**src/rtl/core_sequencer.sv**
```systemverilog
// Multi-cycle instruction sequencer: IDLE/FETCH/DECODE/EXECUTE/MEM/WB/HALT/ERROR control FSM.
// Latency: 4 cycles per non-memory instruction plus handshake waits; outputs decoded from state.
// Backpressure: FETCH and MEM stall on imem_ack/dmem_ack, bounded by TIMEOUT before ERROR.
module core_sequencer #(
    parameter int OP_LEN  = 7,
    parameter int CNT_LEN = 32,
    parameter int TIMEOUT = 16
) (
    input  logic               clk,
    input  logic               rst,
    input  logic               start,
    input  logic               halt_req,
    input  logic [OP_LEN-1:0]  opcode,
    input  logic               jal,
    input  logic               jalr,
    input  logic               branch,
    input  logic               load,
    input  logic               store,
    input  logic               lui,
    input  logic               auipc,
    input  logic               arith,
    output logic               imem_req,
    input  logic               imem_ack,
    output logic               dmem_req,
    output logic               dmem_we,
    input  logic               dmem_ack,
    output logic               ir_we,
    output logic               dec_en,
    output logic               exe_en,
    output logic               rf_we,
    output logic               pc_we,
    output logic [1:0]         pc_sel,
    output logic [2:0]         state,
    output logic               busy,
    output logic               illegal,
    output logic [CNT_LEN-1:0] retired_cnt
);

    typedef enum logic [2:0] {
        S_IDLE    = 3'd0,
        S_FETCH   = 3'd1,
        S_DECODE  = 3'd2,
        S_EXECUTE = 3'd3,
        S_MEM     = 3'd4,
        S_WB      = 3'd5,
        S_HALT    = 3'd6,
        S_ERROR   = 3'd7
    } state_t;

    localparam logic [7:0] WAIT_LAST = 8'(TIMEOUT - 1);

    state_t     cur;
    logic [7:0] wait_cnt;
    logic       halt_pend;
    logic       lat_jal, lat_jalr, lat_branch, lat_store, lat_brop;
    logic       op_legal;
    logic       unused_flags;

    // Class flags below are decoded elsewhere; the sequencer only needs the opcode check.
    assign unused_flags = ^{lui, auipc, arith};

    always_comb begin
        op_legal = 1'b0;
        case (opcode)
            OP_LEN'(7'b1101111), OP_LEN'(7'b1100111), OP_LEN'(7'b1100011),
            OP_LEN'(7'b0000011), OP_LEN'(7'b0100011), OP_LEN'(7'b0110111),
            OP_LEN'(7'b0010111), OP_LEN'(7'b0010011), OP_LEN'(7'b0110011): op_legal = 1'b1;
            default: op_legal = 1'b0;
        endcase
    end

    always_ff @(posedge clk) begin
        if (rst) begin
            cur         <= S_IDLE;
            wait_cnt    <= 8'd0;
            retired_cnt <= '0;
            illegal     <= 1'b0;
            halt_pend   <= 1'b0;
            lat_jal     <= 1'b0;
            lat_jalr    <= 1'b0;
            lat_branch  <= 1'b0;
            lat_store   <= 1'b0;
            lat_brop    <= 1'b0;
        end else begin
            if (halt_req && cur inside {S_FETCH, S_DECODE, S_EXECUTE, S_MEM, S_WB})
                halt_pend <= 1'b1;
            case (cur)
                S_IDLE: begin
                    wait_cnt <= 8'd0;
                    if (start) cur <= S_FETCH;
                end
                S_FETCH: begin
                    // An ack on the last allowed cycle still wins over the timeout.
                    if (imem_ack) begin
                        cur      <= S_DECODE;
                        wait_cnt <= 8'd0;
                    end else if (wait_cnt == WAIT_LAST) begin
                        cur      <= S_ERROR;
                        wait_cnt <= 8'd0;
                    end else begin
                        wait_cnt <= wait_cnt + 8'd1;
                    end
                end
                S_DECODE: begin
                    if (op_legal) begin
                        cur <= S_EXECUTE;
                    end else begin
                        illegal <= 1'b1;
                        cur     <= S_ERROR;
                    end
                end
                S_EXECUTE: begin
                    lat_jal    <= jal;
                    lat_jalr   <= jalr;
                    lat_branch <= branch;
                    lat_store  <= store;
                    lat_brop   <= (opcode == OP_LEN'(7'b1100011));
                    wait_cnt   <= 8'd0;
                    cur        <= (load || store) ? S_MEM : S_WB;
                end
                S_MEM: begin
                    if (dmem_ack) begin
                        cur      <= S_WB;
                        wait_cnt <= 8'd0;
                    end else if (wait_cnt == WAIT_LAST) begin
                        cur      <= S_ERROR;
                        wait_cnt <= 8'd0;
                    end else begin
                        wait_cnt <= wait_cnt + 8'd1;
                    end
                end
                S_WB: begin
                    retired_cnt <= retired_cnt + CNT_LEN'(1);
                    wait_cnt    <= 8'd0;
                    if (halt_pend || halt_req) begin
                        cur       <= S_HALT;
                        halt_pend <= 1'b0;
                    end else begin
                        cur <= S_FETCH;
                    end
                end
                S_HALT: begin
                    wait_cnt <= 8'd0;
                    if (start) cur <= S_FETCH;
                end
                default: cur <= S_ERROR;
            endcase
        end
    end

    always_comb begin
        imem_req = (cur == S_FETCH);
        ir_we    = (cur == S_FETCH) && imem_ack;
        dec_en   = (cur == S_DECODE);
        exe_en   = (cur == S_EXECUTE);
        dmem_req = (cur == S_MEM);
        dmem_we  = (cur == S_MEM) && lat_store;
        pc_we    = (cur == S_WB);
        rf_we    = (cur == S_WB) && !(lat_store || lat_brop);
        pc_sel   = 2'd0;
        if (cur == S_WB) begin
            if (lat_jal)         pc_sel = 2'd1;
            else if (lat_jalr)   pc_sel = 2'd2;
            else if (lat_branch) pc_sel = 2'd3;
        end
        busy  = cur inside {S_FETCH, S_DECODE, S_EXECUTE, S_MEM, S_WB};
        state = cur;
    end

endmodule

```
**config.mk**
```make
export PLATFORM = sky130hd
export DESIGN_NAME = core_sequencer
export DESIGN_NICKNAME = d
export VERILOG_FILES = /design/src/rtl/core_sequencer.sv
export SDC_FILE = /design/constraint.sdc
export NUM_CORES = 1
export LEC_CHECK = 0
export CORE_MARGIN = 5
export CORE_UTILIZATION = 38
export CTS_CLUSTER_DIAMETER = 50
export CTS_CLUSTER_SIZE = 12
export DETAILED_ROUTE_END_ITERATION = 16
export PLACE_DENSITY = 0.65
export SYNTH_ARGS = -nofsm -noshare
export SYNTH_HDL_FRONTEND = slang
export SYNTH_SLANG_ARGS = --single-unit
export TNS_END_PERCENT = 1
```
**constraint.sdc**
```tcl
create_clock -name clk -period 2.4 [get_ports clk]
set_input_delay 0.24 -clock clk [delete_from_list [all_inputs] [get_ports clk]]
set_output_delay 0.24 -clock clk [all_outputs]
set_load 0.01 [all_outputs]
```
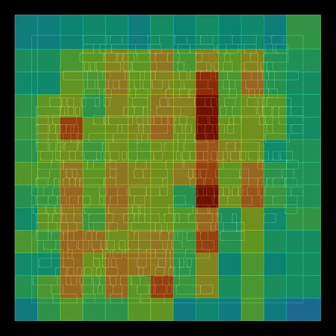
**Above:** routing congestion map.
Top Usage Layer GRT: met2
wire length per cell: 14.3 um
GRT met3 Usage: 0.0346

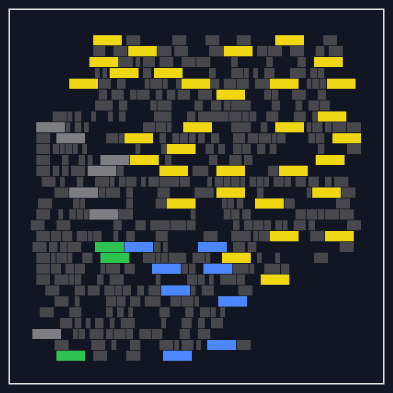
**Above:** sequential cells colored by netlist name.
Scale: 4 px per um. Other sequential cells in the stronger gray, the rest of the logic in the fainter gray.
| color | signal | flops |
|---|---|---|
| blue | wait_cnt | 8 |
| yellow | retired_cnt | 32 |
| green | state | 3 |
not colored: 7

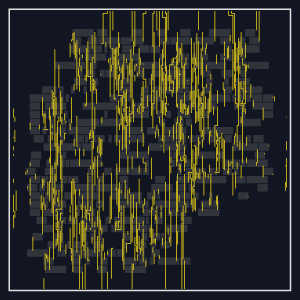
**Above:** met2 routing.
Scale: 3 px per um. Cells faint in the background.
nets with wire on the layer: 342
main direction: vertical

[synth_stat cells, types with 6 or more instances]
master	number	area share
o31ai_1	7	0.020
nand3_1	19	0.036
clkbuf_1	11	0.016
a21oi_1	32	0.061
nor3_1	16	0.030
xnor2_1	11	0.037
nor2_1	30	0.043
nand4_1	12	0.029
o21ai_0	9	0.017
nor2b_1	10	0.024
or4_1	9	0.026
xor2_1	7	0.023
nand2_1	24	0.034
or3_1	6	0.014
dfxtp_1	50	0.38
inv_1	11	0.016
[stage by stage]
step                      hold WS, ps   util  cells  total power, mW  cell area, um2
after floorplan                   403      -    325             1.46            2630
after global placement            441  0.505    467             1.83            3410
after detailed placement          447  0.505    467             1.84            3410
after CTS                         462  0.520    475             2.38            3510
after global routing              477  0.520    475             2.50            3510
final                             459  0.520    475             2.36            3510
==> flow_summary.yaml <==
# physical design summary
outcome:
  status: "finished, final reports clean"
power_and_ir_drop:
  p_clk_uw: 542
  power-top-group: "sequential cells"
  powerSeq_uw: 959
  p_comb_frac: 0.363
  powerDensity_nw_per_um2: 671
hold_path:
  min_from: "lat_brop"
  min_to: "lat_brop"
job:
  max_cap_viol_count: 0
  log.warning_count: 29
die:
  rows: 30
  nWellTaps: 80
  pin_count: 68
synth:
  synth_cell_types: 47
  aoi_share: 0.159
  xor_area_frac: 0.0599
  netlist_logic_family_top: "simple AND/OR/NAND/NOR gates"
  synth-seq-cells: 50
final_layout:
  regArea_um2: 1000
  fillers: 673
  final_layout_size_suffix_gt1_frac: 0.0962
  largest_reg_flops: 32
  clk_share: 0.0285
  num-nonclk-inverters: 12
  biggestCellCategory: "logic gates"
  nets: 417
route:
  met2_wirelength_mm: 3.19
  wl_mm: 6.81
  first_pass_iters: 4
  drt-met1-wl_mm: 3.23
  drtIter0Drc: 84
  drc: 0
setup_path:
  crit_fanout: 12
  cp.arrival_ps: 1920
  ff2ff_path_depth: 4
  r2r_start: "retired_cnt[13]"
  required_ps: 2160
placed_design:
  dp_slack_ps: 425
  place_congestion: 0.795
sta:
  final_max_slew_viol_count: 0
  period_minus_slack_ps: 2160
  rsz0062_at_grt: "false"
  slew_headroom: 0.523
global_route:
  grt_max_degree: 20
  met2_usage: 0.257
clock_tree:
  clkTransAtPathRegs_ps: 100
  cts_setup_buffers: 0
  clkLatencyLatePin_ps: 310
Power figures rest on the tool's default switching activity, not on a simulated workload.
